Figure 1. M1 wires (run 1).
(3 px per um) Supply wires on this layer in grey.
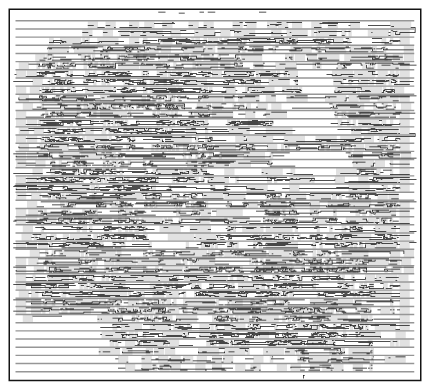
Figure 2. Port wiring (run 1).
(2 px per um)
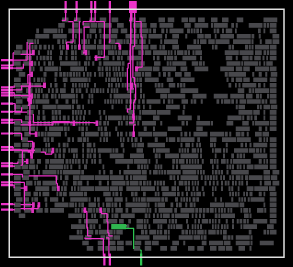
Figure 3. Cell density map (run 1).
(3 px per um) 14 x 12 tiles, from dark blue (low) to red (high), 0 to 100% covered.
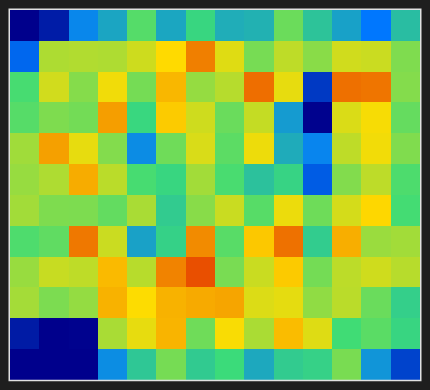
Figure 4. Cell outlines without signal wires (run 1).
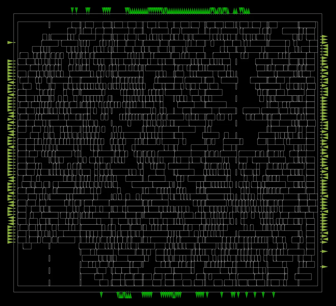
==> config.mk <==
export PLATFORM = sky130hd
export DESIGN_NAME = inst_fetch_flat
export DESIGN_NICKNAME = d
export VERILOG_FILES = /design/src/rtl/inst_fetch_if.sv /design/src/rtl/inst_fetch.sv /design/src/flat_wrapper.sv
export SDC_FILE = /design/constraint.sdc
export NUM_CORES = 1
export LEC_CHECK = 0
export ABC_AREA = 1
export CAP_MARGIN = 20
export CORE_ASPECT_RATIO = 0.9
export CORE_MARGIN = 1.5
export CORE_UTILIZATION = 43
export DETAILED_ROUTE_END_ITERATION = 10
export PLACE_DENSITY = 0.76
export SLEW_MARGIN = 20
export SYNTH_ARGS = -nofsm -noshare
export SYNTH_HDL_FRONTEND = slang
export SYNTH_SLANG_ARGS = --single-unit
==> constraint.sdc <==
create_clock -name clk -period 4.9 [get_ports clk]
set_input_delay 1.225 -clock clk [delete_from_list [all_inputs] [get_ports clk]]
set_output_delay 1.225 -clock clk [all_outputs]
set_load 0.05 [all_outputs]
==> src/rtl/inst_fetch_if.sv <==
// Instruction ROM bus between the fetch unit (master) and the ROM (slave).
// The ROM answers combinationally: inst_i belongs to the pc_o of the same cycle.
interface inst_fetch_if;
  logic        ce_o;
  logic [31:0] pc_o;
  logic [31:0] inst_i;

  modport master (output ce_o, output pc_o, input inst_i);
  modport slave  (input ce_o, input pc_o, output inst_i);
endinterface

==> src/rtl/inst_fetch.sv <==
// Instruction fetch stage: drives the ROM address/chip-enable and registers
// the returned word with its PC as the IF/ID payload.
// Optional misaligned-redirect trap is enabled with `define FETCH_ALIGN_CHK_EN.
module inst_fetch #(
  parameter logic [31:0] RESET_PC = 32'h0000_0000,
  parameter logic [31:0] PC_STEP  = 32'd4
) (
  input  logic                clk,
  input  logic                rst,
  input  logic                stall_i,
  input  logic                flush_i,
  input  logic [31:0]         new_pc_i,
  input  logic                branch_flag_i,
  input  logic [31:0]         branch_target_i,
  inst_fetch_if.master        rom,
  output logic [31:0]         if_pc_o,
  output logic [31:0]         if_inst_o,
  output logic                if_valid_o,
  output logic [31:0]         fetch_cnt_o,
  output logic                align_exc_o
);

`ifdef FETCH_ALIGN_CHK_EN
  typedef enum logic [1:0] {BOOT = 2'd0, RUN = 2'd1, HOLD = 2'd2, TRAP = 2'd3} state_t;

  // A redirect target is legal only when it is word aligned.
  function automatic logic misaligned(input logic [31:0] addr);
    return (addr[1:0] != 2'b00);
  endfunction
`else
  typedef enum logic [1:0] {BOOT = 2'd0, RUN = 2'd1, HOLD = 2'd2} state_t;
`endif

  state_t      state_q, state_d;
  logic        ce_q, ce_d;
  logic [31:0] pc_q, pc_d;
  logic [31:0] if_pc_q, if_pc_d;
  logic [31:0] if_inst_q, if_inst_d;
  logic        if_valid_q, if_valid_d;
  logic [31:0] cnt_q, cnt_d;
`ifdef FETCH_ALIGN_CHK_EN
  logic        exc_q, exc_d;
`endif

  // Next-state and next-payload selection; priority flush > stall > branch > sequential.
  always_comb begin
    state_d    = state_q;
    ce_d       = ce_q;
    pc_d       = pc_q;
    if_pc_d    = if_pc_q;
    if_inst_d  = if_inst_q;
    if_valid_d = if_valid_q;
    cnt_d      = cnt_q;
`ifdef FETCH_ALIGN_CHK_EN
    exc_d      = exc_q;
`endif
    case (state_q)
      BOOT: begin
        // flush is deliberately ignored here: the first fetch is always RESET_PC
        ce_d    = 1'b1;
        pc_d    = RESET_PC;
        state_d = RUN;
      end
      RUN, HOLD: begin
        if (flush_i) begin
`ifdef FETCH_ALIGN_CHK_EN
          if (misaligned(new_pc_i)) begin
            if_valid_d = 1'b0;
            exc_d      = 1'b1;
            ce_d       = 1'b0;
            state_d    = TRAP;
          end else
`endif
          begin
            pc_d       = new_pc_i;
            if_pc_d    = 32'h0000_0000;
            if_inst_d  = 32'h0000_0000;
            if_valid_d = 1'b0;
            state_d    = RUN;
          end
        end else if (stall_i) begin
          // same address stays on the bus, payload and count frozen
          state_d = HOLD;
        end else begin
          // the current word is delivered to ID (also the branch delay slot)
          if_pc_d    = pc_q;
          if_inst_d  = rom.inst_i;
          if_valid_d = 1'b1;
          cnt_d      = cnt_q + 32'd1;
          state_d    = RUN;
          if (branch_flag_i) begin
`ifdef FETCH_ALIGN_CHK_EN
            if (misaligned(branch_target_i)) begin
              // trapping redirect: nothing is delivered, PC stays put
              if_pc_d    = if_pc_q;
              if_inst_d  = if_inst_q;
              if_valid_d = 1'b0;
              cnt_d      = cnt_q;
              exc_d      = 1'b1;
              ce_d       = 1'b0;
              state_d    = TRAP;
            end else
`endif
            begin
              pc_d = branch_target_i;
            end
          end else begin
            // sequential increment is never alignment checked; wraps modulo 2^32
            pc_d = pc_q + PC_STEP;
          end
        end
      end
`ifdef FETCH_ALIGN_CHK_EN
      TRAP: begin
        if (flush_i && !misaligned(new_pc_i)) begin
          exc_d   = 1'b0;
          ce_d    = 1'b1;
          pc_d    = new_pc_i;
          state_d = RUN;
        end else begin
          state_d = TRAP;
        end
      end
`endif
      default: begin
        state_d    = BOOT;
        ce_d       = 1'b0;
        pc_d       = RESET_PC;
        if_valid_d = 1'b0;
      end
    endcase
  end

  // State and output registers with synchronous reset.
  always_ff @(posedge clk) begin
    if (rst) begin
      state_q    <= BOOT;
      ce_q       <= 1'b0;
      pc_q       <= RESET_PC;
      if_pc_q    <= 32'h0000_0000;
      if_inst_q  <= 32'h0000_0000;
      if_valid_q <= 1'b0;
      cnt_q      <= 32'h0000_0000;
`ifdef FETCH_ALIGN_CHK_EN
      exc_q      <= 1'b0;
`endif
    end else begin
      state_q    <= state_d;
      ce_q       <= ce_d;
      pc_q       <= pc_d;
      if_pc_q    <= if_pc_d;
      if_inst_q  <= if_inst_d;
      if_valid_q <= if_valid_d;
      cnt_q      <= cnt_d;
`ifdef FETCH_ALIGN_CHK_EN
      exc_q      <= exc_d;
`endif
    end
  end

  assign rom.ce_o    = ce_q;
  assign rom.pc_o    = pc_q;
  assign if_pc_o     = if_pc_q;
  assign if_inst_o   = if_inst_q;
  assign if_valid_o  = if_valid_q;
  assign fetch_cnt_o = cnt_q;
`ifdef FETCH_ALIGN_CHK_EN
  assign align_exc_o = exc_q;
`else
  assign align_exc_o = 1'b0;
`endif

endmodule

==> src/flat_wrapper.sv <==
// flat-port wrapper written by rule: the top's interface ports become plain ports
module inst_fetch_flat 
#(
  parameter logic [31:0] RESET_PC = 32'h0000_0000,
  parameter logic [31:0] PC_STEP  = 32'd4
)
  (clk, rst, stall_i, flush_i, new_pc_i, branch_flag_i, branch_target_i, if_pc_o, if_inst_o, if_valid_o, fetch_cnt_o, align_exc_o, rom_ce_o, rom_pc_o, rom_inst_i);
  inst_fetch_if rom_i ();
  input  logic clk;
  input  logic rst;
  input  logic stall_i;
  input  logic flush_i;
  input  logic [31:0] new_pc_i;
  input  logic branch_flag_i;
  input  logic [31:0] branch_target_i;
  output logic [31:0] if_pc_o;
  output logic [31:0] if_inst_o;
  output logic if_valid_o;
  output logic [31:0] fetch_cnt_o;
  output logic align_exc_o;
  output wire logic [$bits(rom_i.ce_o)-1:0] rom_ce_o;
  output wire logic [$bits(rom_i.pc_o)-1:0] rom_pc_o;
  input wire logic [$bits(rom_i.inst_i)-1:0] rom_inst_i;
  assign rom_ce_o = rom_i.ce_o;
  assign rom_pc_o = rom_i.pc_o;
  assign rom_i.inst_i = rom_inst_i;
  inst_fetch #(.RESET_PC(RESET_PC), .PC_STEP(PC_STEP)) u_core (.clk(clk), .rst(rst), .stall_i(stall_i), .flush_i(flush_i), .new_pc_i(new_pc_i), .branch_flag_i(branch_flag_i), .branch_target_i(branch_target_i), .rom(rom_i), .if_pc_o(if_pc_o), .if_inst_o(if_inst_o), .if_valid_o(if_valid_o), .fetch_cnt_o(fetch_cnt_o), .align_exc_o(align_exc_o));
endmodule
==> impl_metrics.env, run 1 <==
# physical design summary
export IMPL_die_x_um=137
export IMPL_drt_iter0_markers=532
export IMPL_seq_share_pct=26.8
export IMPL_ff_type="dfxtp_1"
export IMPL_final_nets=1427
export IMPL_core_util_floorplan_pct=44.5
export IMPL_gp_congestion=0.917
export IMPL_critPathRequiredTime_ps=5210
export IMPL_cts_sinks=132
export IMPL_yosys_cell_types_count=35
export IMPL_vias=7789
export IMPL_seq_area_um2=2640
export IMPL_top_area_cell_class="multi-input combinational cells"
export IMPL_drive_gt1_share_pct=3.90
export IMPL_fp_nets=1218
export IMPL_htreeDepth=4
export IMPL_skew_ps=8.56
export IMPL_cts_setup_buffers=0
export IMPL_critical_path_max_stage_delay_ps=560
export IMPL_setup_slack_ps=1710
export IMPL_chipArea_um2=16800
export IMPL_postSynthCellCount=1113
export IMPL_cp_arrival_ps=3500
export IMPL_top_cell_area_share_pct=38.2
export IMPL_regToRegStartpoint="u_core.state_q[0]"
export IMPL_cts_resized=0
export IMPL_critPathLaunchType="primary input"
export IMPL_warnings=27
export IMPL_buf_share_pct=23.8
export IMPL_fp_dieH_um=123
export IMPL_rr_endpoint="u_core.fetch_cnt_o[16]"
export IMPL_period_used_pct=65.2
export IMPL_wl_per_cell_um=14.4
export IMPL_logic_gates=836
export IMPL_synth_warnings=0
export IMPL_slowest_stage="nor2_4"
export IMPL_fin_crit_ps=3190
export IMPL_synth_most_common_cell="nand2_1"
export IMPL_utilization_pct=63.3
export IMPL_cp_common_cell="nor2_1"
export IMPL_crit_path_start="flush_i"
export IMPL_topCellsByArea="dfxtp_1 (38%), nand2_1 (22%), nor2_1 (8.6%)"
export IMPL_ir_drop_mv=0.213
export IMPL_path_delay_family="simple AND/OR/NAND/NOR gates"
export IMPL_rsz0062_at_grt="false"
export IMPL_wirelength_um=22200
export IMPL_num_rows=43
export IMPL_grt_max_degree=84
export IMPL_max_freq_mhz=313
export IMPL_cellPowerDensity_nw_per_um2=281
export IMPL_synth_seq_area_share_pct=38.2
export IMPL_worst_pin_slew_ps=1080
export IMPL_finalHoldViolCount=0
export IMPL_gr_total_overflow=0
export IMPL_cp_cell_sequence="clkdlybuf4s50_1 > buf_4 > inv_2 > nand2_2 > nor2_4 > nand3_1 > nor2_1 > nand3_1 > nor2_1 > nand2_1 > nand2_1 > nor2_1"
export IMPL_hold_class="reg -> reg"
export IMPL_ff2ff_setup_slack_ps=2550
export IMPL_ys_cells=1113
export IMPL_n_antenna_cell=0
export IMPL_cp_num_buf_inv=3
export IMPL_min_from="u_core.if_inst_o[10]"
export IMPL_synth_area_um2=6910
export IMPL_route_detailed_drc=0
export IMPL_synthArstFlopShare_pct=0
export IMPL_sh_comb_area_pct=37.2
export IMPL_grt_pass1_wl_um=34700
export IMPL_finalSetupViolCount=0
export IMPL_first_pass_iters=5
export IMPL_rr_worst_depth=11
export IMPL_antenna_found_initial=0
export IMPL_taps=202
export IMPL_dp_hpwl_um=15800
export IMPL_clk_share_pct=5.72
export IMPL_combGateArea_um2=3670
export IMPL_status="finished, final reports clean"
export IMPL_whs_ps=459
export IMPL_cts_tree="yes"
export IMPL_ioPinCount=232
export IMPL_worst_setup_path_end_kind="flop"
export IMPL_clockBufferDepth=2
export IMPL_synth_top_cell_by_area="dfxtp_1"
export IMPL_leakagePower_nw=3.45
export IMPL_cp_num_cells=12
export IMPL_slew_violations=0
export IMPL_via_per_inst=5.07
export IMPL_grt_use_total_pct=26.4
export IMPL_clockRootBuffer="clkbuf_16"
export IMPL_yosysChipArea_um2=6910
export IMPL_cts_buffers=17
export IMPL_area_growth_syn_to_layout_pct=42.4
export IMPL_tns_ps=0
export IMPL_slew_headroom_pct=27.7
export IMPL_path_max_fanout=36
export IMPL_ctsHoldBuffers=0
export IMPL_n_all_buffers=234
export IMPL_clock_buffers=18
export IMPL_clk_pin_slew_ps=60
export IMPL_hold_depth=2
-- Figure 1 (at the start) --
longest straight run = 32.2 um
main direction = horizontal

-- Figure 2 (at the start) --
new_pc_i -> magenta  # bits 32, direction input, edge 21 left, 9 top, 2 bottom, end cells 32, buffers 32, wire 776 um
rom_ce_o -> green  # bits 1, direction output, edge bottom, end cells 1, buffers 1, wire 18.5 um

-- Figure 3 (at the start) --
fullest tile = 91%
nearly empty tiles = 4.2%
mean over tiles = 57%
emptiest ninth of the die = lower left

-- Figure 4 (at the start) --
Core Footprint: 15,500 um2
flop count: 132

-- run 1: kinds of logic (layout without fill, tap and decap cells) --
group / Yosys count / after routing / synth area share (%)
compound gates: 187 / 187 / 14.2
flops: 132 / 132 / 38.2
buf+inv: 145 / 366 / 8.74
fa+ha+maj: 4 / 4 / 0.724
other cells: 1 / 1 / 0.0542
simple gates: 643 / 643 / 38.0
xor+xnor: 1 / 1 / 0.127
-- run 1: placed cells by master, fill, tap and decap left out, types with 8 or more instances in the layout --
master           synthesis  routed
nand2_1                398     398
nor2_1                 159     159
inv_1                   97      97
o21ai_0                 51      51
o211ai_1                 8       8
nand3b_1                10      10
dfxtp_1                132     132
a21oi_1                117     117
clkdlybuf4s50_1          0     229
clkbuf_16                0      17
nand3_1                 53      53
-- run 1: how the worst min path moves through the flow --
stage	to
floorplan	u_core.state_q[0]
global placement	u_core.if_inst_o[12]
detailed placement	u_core.if_inst_o[10]
CTS	u_core.if_pc_o[29]
global route	u_core.if_pc_o[9]
finish	u_core.if_inst_o[10]
-- run 1: state kept, by name, indices dropped and copies added, names as in the netlist --
register,count
u_core.fetch_cnt_o,32
u_core.if_inst_o,32
u_core.if_pc_o,32
u_core.if_valid_o,1
u_core.rom.ce_o,1
u_core.rom.pc_o,32
u_core.state_q,2
-- run 1: per-stage QoR --
stage	area [um2]	cells
CTS	9840	1536
detailed placement	9280	1505
finish	9840	1536
global route	9840	1536
global placement	9280	1505
floorplan	6910	1113
-- run 1: report_power, final --
part           internal, mW  leakage [nW]  switching, mW
clock network         0.744         0.272          0.488
registers              1.10          1.07         0.0334
logic                 0.157          2.11          0.246
-- run 1: routing by layer --
layer  part of all wire, %  track usage, %
met5                     0               0
met4                   1.5            7.31
met3                   8.1            6.31
met2                    44            41.1
met1                    46            36.4
Figure 5. Placement by cell class (run 1).
(3 px per um)
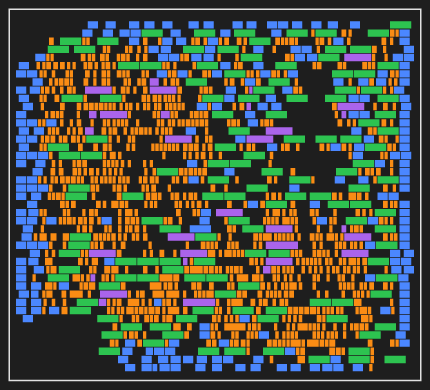

## Run 2: what changed since run 1
CORE_UTILIZATION = 42   (was 43)
PLACE_DENSITY = 0.77   (was 0.76)
clock period = 2.9 ns   (was 4.9 ns; I/O delays follow)
Figure 6. Placement by cell class (run 2).
(3 px per um)
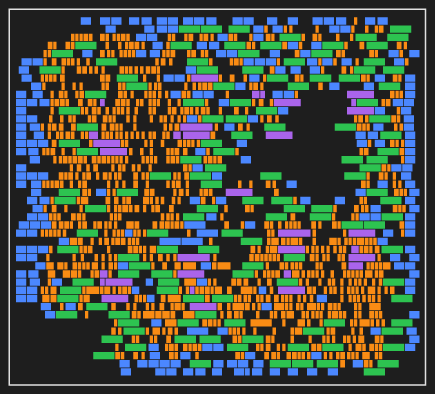
clock drivers and dummy loads -> purple  # cells 32
remaining buffers and delay cells -> blue  # cells 240
combinational and other logic -> orange  # cells 937
sequential cells -> green  # cells 132

==> run 2 against run 1 <==
Net effect: area after synthesis stayed put; setup slack worse by 1300 ps; sequential share of layout area is 0.38 points lower; critical path type is now reg -> out; critical endpoint is now rom_pc_o[14]; largest cell class unchanged; largest power group unchanged.
==> impl_metrics.env, run 2 <==
# physical design summary
export IMPL_status="finished, final reports clean"
export IMPL_num_rows=44
export IMPL_fp_dieH_um=125
export IMPL_cp_cell_sequence="clkdlybuf4s50_1"
export IMPL_wl_per_cell_um=14.5
export IMPL_slowest_stage="clkdlybuf4s50_1"
export IMPL_grt_max_degree=66
export IMPL_utilization_pct=61.9
export IMPL_synth_warnings=0
export IMPL_warnings=27
export IMPL_ctsHoldBuffers=0
export IMPL_fp_nets=1218
export IMPL_setup_slack_ps=379
export IMPL_edf_count=0
export IMPL_slew_violations=0
export IMPL_ioPinCount=232
export IMPL_layout_top_cell="nand2_1"
export IMPL_grt_busiest_layer="met2"
export IMPL_met1_usage_pct=33.2
export IMPL_cp_endpoint="rom_pc_o[14]"
export IMPL_aoi_share_pct=14.2
export IMPL_rr_endpoint="u_core.rom.pc_o[28]"
export IMPL_min_from="u_core.if_pc_o[15]"
export IMPL_leakagePower_nw=3.51
export IMPL_postSynthCellCount=1113
export IMPL_io_buffers=230
export IMPL_skew_ps=6.87
export IMPL_worst_pin_slew_ps=795
export IMPL_drive_gt1_share_pct=4.47
export IMPL_synth_most_common_cell="nand2_1"
export IMPL_clk_pin_slew_ps=60
export IMPL_synth_seq_area_share_pct=38.2
export IMPL_dp_cells=1516
export IMPL_cp_num_buf_inv=1
export IMPL_yosysChipArea_um2=6910
export IMPL_clockBufferDepth=2
export IMPL_hold_depth=2
export IMPL_synth_top_cells_by_count="nand2_1 (398), nor2_1 (159), dfxtp_1 (132), a21oi_1 (117), inv_1 (97)"
export IMPL_chipArea_um2=17200
export IMPL_ys_sh_mux_pct=0
export IMPL_gr_usage_met2_pct=41.4
export IMPL_period_used_pct=86.9
export IMPL_ir_drop_mv=0.382
export IMPL_final_cells=1550
export IMPL_dp_slack_ps=250
export IMPL_grt_pass1_vias=7264
export IMPL_synth_adder_area_share_pct=0.724
export IMPL_met3_usage_pct=6.04
export IMPL_grt_pass1_wl_um=36000
export IMPL_cts_tree="yes"
export IMPL_whs_ps=458
export IMPL_synth_simple_area_share_pct=38.0
export IMPL_rr_worst_depth=10
export IMPL_xor_share_pct=0.127
export IMPL_criticalPathCategory="reg -> out"
export IMPL_htreeDepth=4
export IMPL_synthArstFlopShare_pct=0
export IMPL_yosys_cell_types_count=35
export IMPL_route_detailed_drc=0
export IMPL_drv_cap=0
export IMPL_cts_sinks=132
export IMPL_cts_resized=0
export IMPL_finalHoldViolCount=0
export IMPL_clockRootBuffer="clkbuf_16"
export IMPL_finalSetupViolCount=0
export IMPL_critPathRequiredTime_ps=2170
export IMPL_tns_ps=0
export IMPL_hold_class="reg -> reg"
export IMPL_cts_buffers=17
export IMPL_area_growth_syn_to_layout_pct=44.5
export IMPL_cts_setup_buffers=0
export IMPL_antenna_found_initial=2
export IMPL_cp_arrival_ps=1800
export IMPL_mostFrequentLayoutCells="nand2_1 (398), clkdlybuf4s50_1 (229), nor2_1 (159)"
export IMPL_core_util_floorplan_pct=42.9
export IMPL_fin_crit_ps=2520
export IMPL_avgSynthCellArea_um2=6.21
export IMPL_path_max_fanout=6
export IMPL_ant_nets=0
export IMPL_rsz0062_at_grt="false"
export IMPL_ys_cells=1113
export IMPL_ff2ff_setup_slack_ps=970
export IMPL_dp_hpwl_um=16200
export IMPL_crit_path_start="u_core.rom.pc_o[14]"
export IMPL_gr_total_overflow=0
export IMPL_top_cell_area_share_pct=38.2
export IMPL_grt_use_total_pct=25.5
export IMPL_drt_iter0_markers=508
export IMPL_top_logic_kind="simple AND/OR/NAND/NOR gates"
export IMPL_ys_flops=132
export IMPL_max_freq_mhz=397
export IMPL_vias=7875
export IMPL_regToRegStartpoint="u_core.rom.pc_o[2]"
export IMPL_gp_congestion=0.921
export IMPL_final_nets=1433
export IMPL_slew_headroom_pct=46.9
export IMPL_synth_area_um2=6910
export IMPL_wirelength_um=22500
export IMPL_first_pass_iters=5
export IMPL_topCellsByArea="dfxtp_1 (38%), nand2_1 (22%), nor2_1 (8.6%)"
export IMPL_clk_latency_ps=420
export IMPL_critical_path_max_stage_delay_ps=880
export IMPL_synth_top_cell_by_area="dfxtp_1"
export IMPL_cellPowerDensity_nw_per_um2=482
export IMPL_die_x_um=138
export IMPL_cp_num_cells=1
export IMPL_via_per_inst=5.08
export IMPL_path_delay_family="buffers and inverters"
export IMPL_fp_coreArea_um2=16100
export IMPL_min_to="u_core.if_pc_o[15]"
export IMPL_worst_setup_path_end_kind="output port"
export IMPL_ff_type="dfxtp_1"
export IMPL_critPathLaunchType="flop"
## run 2: logic make-up after synthesis
group | count (synthesis)
AND/OR/NAND/NOR | 643
AND-OR/OR-AND | 187
buffers and inverters | 145
flip-flops | 132
adder cells (fa/ha/maj) | 4
XOR/XNOR | 1
other | 1
## run 2: stage by stage
| step | power [mW] | cell area (um2) |
|---|---|---|
| after CTS | 4.84 | 9980 |
| after detailed placement | 2.66 | 9380 |
| after floorplan | 2.35 | 6910 |
| after global placement | 2.65 | 9380 |
| final | 4.82 | 9990 |
| after global routing | 4.98 | 9990 |
## run 2: final cells by class
| type | instances | area, um2 |
|---|---|---|
| Antenna cell | 2 | 5.00 |
| Clock inverter | 14 | 161 |
| Clock buffer | 18 | 439 |
| Tap cell | 207 | 259 |
| Multi-Input combinational cell | 836 | 3670 |
| Sequential cell | 132 | 2640 |
| Inverter | 101 | 379 |
| Fill cell | 1509 | 6140 |
| Timing Repair Buffer | 240 | 2430 |
## run 2: power breakdown
part | internal [mW] | switching, mW | leakage (nW)
Sequential | 1.86 | 0.0565 | 1.07
Combinational | 0.285 | 0.423 | 2.16
Clock | 1.37 | 0.827 | 0.283
Total | 3.51 | 1.31 | 3.51
## run 2: routing by layer
metal | part of all wire [%] | wire length (um)
met1 | 44 | 9880
met2 | 46 | 10400
met3 | 7.7 | 1740
met4 | 2.2 | 485
met5 | 0 | 0
Figure 7. Cell density map (run 2).
(3 px per um) 14 x 12 tiles, from dark blue (low) to red (high), 0 to 100% covered.
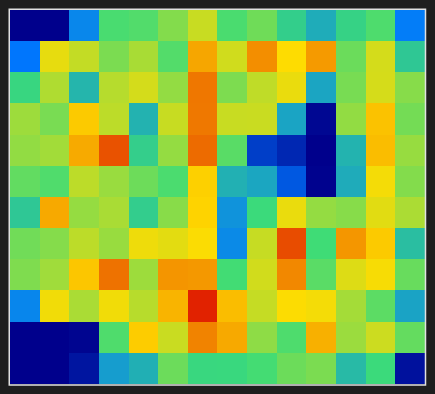

## Run 3: what changed since run 2
CORE_UTILIZATION = 43   (was 42)
DONT_BUFFER_PORTS = 1   (was default)
GPL_ROUTABILITY_DRIVEN = 0   (was default)
PLACE_DENSITY = default   (was 0.77)
Figure 8. Cell density map (run 3).
(3 px per um) 14 x 12 tiles, from dark blue (low) to red (high), 0 to 100% covered.
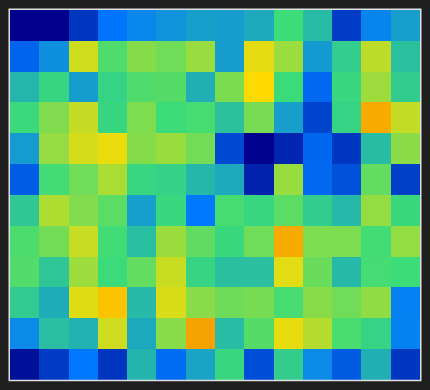
mean over tiles = 46%
tiles over 75% full = 3.0%
nearly empty tiles = 1.8%

==> run 3 against run 2 <==
Net effect: clock skew up 2.7 ps; area after synthesis is the same; critical path depth up 8; combinational power shrank about 40%; flip-flop count stayed put; synthesized cell count stayed put; clock-buffer cell count shrank 1; global-route usage is 0.33 points lower; total power decreased by 6.7%; routed wire length shrank 5.0%; cell count fell by 13%; critical path type is now reg -> reg.
==> impl_metrics.env, run 3 <==
# physical design summary
export IMPL_status="finished, final reports clean"
export IMPL_tns_ps=0
export IMPL_clockRootBuffer="clkbuf_16"
export IMPL_p_int_mw=3.18
export IMPL_clockBufferDepth=2
export IMPL_criticalPathCategory="reg -> reg"
export IMPL_hold_class="in -> reg"
export IMPL_aoi_share_pct=14.2
export IMPL_dp_cells=1323
export IMPL_p_clk_share_pct=46.6
export IMPL_synth_top_cell_by_area="dfxtp_1"
export IMPL_finalHoldViolCount=0
export IMPL_yosys_cell_types_count=35
export IMPL_p_comb_share_pct=9.5
export IMPL_top_cell_area_share_pct=38.2
export IMPL_final_nets=1245
export IMPL_fillers=1620
export IMPL_drv_cap=0
export IMPL_final_cells=1355
export IMPL_dp_hpwl_um=15800
export IMPL_cts_tree="yes"
export IMPL_ff_type="dfxtp_1"
export IMPL_grt_pass1_vias=6238
export IMPL_drive_gt1_share_pct=8.76
export IMPL_regToRegStartpoint="u_core.state_q[0]"
export IMPL_xor_share_pct=0.127
export IMPL_power_mw=4.49
export IMPL_seq_area_um2=2640
export IMPL_cts_sinks=132
export IMPL_crit_path_start="u_core.state_q[0]"
export IMPL_ys_flops=132
export IMPL_avgSynthCellArea_um2=6.21
export IMPL_layout_top_cell="nand2_1"
export IMPL_via_per_inst=5.16
export IMPL_slew_headroom_pct=48.3
export IMPL_max_freq_mhz=480
export IMPL_synth_adder_area_share_pct=0.724
export IMPL_postSynthCellCount=1113
export IMPL_topCellsByArea="dfxtp_1 (38%), nand2_1 (22%), nor2_1 (8.6%)"
export IMPL_ff2ff_setup_slack_ps=820
export IMPL_wirelength_um=21400
export IMPL_skew_ps=9.56
export IMPL_power_switching_mw=1.31
export IMPL_worst_setup_path_end_kind="flop"
export IMPL_fin_crit_ps=2080
export IMPL_rr_endpoint="u_core.fetch_cnt_o[20]"
export IMPL_core_util_floorplan_pct=44.5
export IMPL_htreeDepth=4
export IMPL_cp_endpoint="u_core.fetch_cnt_o[20]"
export IMPL_p_sw_share_pct=29.2
export IMPL_finalSetupViolCount=0
export IMPL_clk_pin_slew_ps=60
export IMPL_warnings=27
export IMPL_leakagePower_nw=2.88
export IMPL_synth_simple_area_share_pct=38.0
export IMPL_top_logic_kind="simple AND/OR/NAND/NOR gates"
export IMPL_fp_dieH_um=123
export IMPL_ioPinCount=232
export IMPL_slew_violations=0
export IMPL_gr_total_overflow=0
export IMPL_cp_arrival_ps=2400
export IMPL_design_area_um2=7940
export IMPL_placed_area_um2=7370
export IMPL_period_used_pct=71.8
export IMPL_first_pass_iters=6
export IMPL_dp_slack_ps=713
export IMPL_chipArea_um2=16800
export IMPL_vias=6998
export IMPL_grt_use_total_pct=25.2
export IMPL_clk_latency_ps=420
export IMPL_cellPowerDensity_nw_per_um2=566
export IMPL_n_antenna_cell=0
export IMPL_synth_seq_area_share_pct=38.2
export IMPL_wl_per_cell_um=15.8
export IMPL_grt_pass1_wl_um=33000
export IMPL_critPathLaunchType="flop"
export IMPL_synth_area_um2=6910
export IMPL_whs_ps=379
export IMPL_die_x_um=137
export IMPL_area_growth_syn_to_layout_pct=14.9
export IMPL_fp_nets=1218
export IMPL_cts_setup_buffers=0
export IMPL_combGateArea_um2=3670
export IMPL_cts_buffers=17
export IMPL_seqPwrFrac_pct=43.9
export IMPL_io_buffers=0
export IMPL_synth_warnings=0
export IMPL_ctsHoldBuffers=0
export IMPL_path_max_fanout=12
export IMPL_rsz0062_at_grt="false"
export IMPL_edf_count=0
export IMPL_mostFrequentLayoutCells="nand2_1 (398), nor2_1 (159), dfxtp_1 (132)"
export IMPL_ant_nets=0
export IMPL_grt_max_degree=85
export IMPL_rr_worst_depth=9
export IMPL_setup_slack_ps=818
export IMPL_utilization_pct=51.1
export IMPL_yosysChipArea_um2=6910
export IMPL_route_detailed_drc=0
export IMPL_drt_iter0_markers=506
export IMPL_synth_top_cells_by_count="nand2_1 (398), nor2_1 (159), dfxtp_1 (132), a21oi_1 (117), inv_1 (97)"
export IMPL_fp_coreArea_um2=15500
export IMPL_worst_pin_slew_ps=775
export IMPL_synth_most_common_cell="nand2_1"
export IMPL_ys_cells=1113
export IMPL_ys_sh_mux_pct=0
export IMPL_synthArstFlopShare_pct=0
export IMPL_num_rows=43
export IMPL_critPathRequiredTime_ps=3220
export IMPL_ir_drop_mv=0.399
export IMPL_cts_resized=0
export IMPL_antenna_found_initial=0
==> run 3: netlist changes by cell type in the layout (fill, tap and decap cells not counted), sizes merged <==
cell           delta
inv               +5
clkbuf            -1
buf              +41
clkdlybuf4s50   -229
diode             -2
bufinv            -2
clkinvlp          -2
==> run 3: worst min-delay path by stage <==
stage | from | to | slack, ps | depth (start not counted)
after floorplan | u_core.state_q[1] | u_core.state_q[0] | 610 | 3
after global placement | u_core.rom.pc_o[16] | u_core.if_pc_o[16] | 510 | 2
after detailed placement | u_core.fetch_cnt_o[6] | u_core.fetch_cnt_o[7] | 520 | 2
after CTS | rst | u_core.if_pc_o[0] | 350 | 1
after global routing | rst | u_core.if_pc_o[0] | 360 | 1
final | rst | u_core.if_pc_o[0] | 380 | 1
==> run 3: cell families after synthesis <==
logic type      count (synthesis)
xor+xnor                        1
flops                         132
fa+ha+maj                       4
compound gates                187
simple gates                  643
buf+inv                       145
other cells                     1
==> run 3: power groups by stage <==
stage               clock (mW)  combinational, mW  sequential, mW
global placement             0              0.426            2.01
floorplan                    0              0.260            2.09
finish                    2.09              0.427            1.97
global route              2.23              0.470            1.98
detailed placement           0              0.427            2.01
CTS                       2.14              0.428            1.97
==> run 3: per-layer routing <==
layer	global-route usage, %	share of wire [%]	up-vias
li1	-	-	3584
met4	7.11	1.5	0
met1	33.9	45	3122
met3	8.08	9.9	22
met5	0	0	-
met2	38.7	44	270
==> run 3: cell type report <==
class,instances,area share [%]
sequential,132,33.3
clock buffer,17,5.36
tap,202,3.18
timing repair buffer,52,5.39
multi-input combinational,836,46.2
inverter,101,4.77
clock inverter,15,1.84
==> run 3: critical path: stages, from the launching register on <==
cell	delay, ps
dfxtp_1	330
inv_1	50
ha_1	370
nand2_2	110
nor2_4	310
nand3_1	240
nor3_2	310
nand4_1	130
nand2_1	100
nor2_1	40
No activity file was given, so power comes from the tool's default toggle rates.
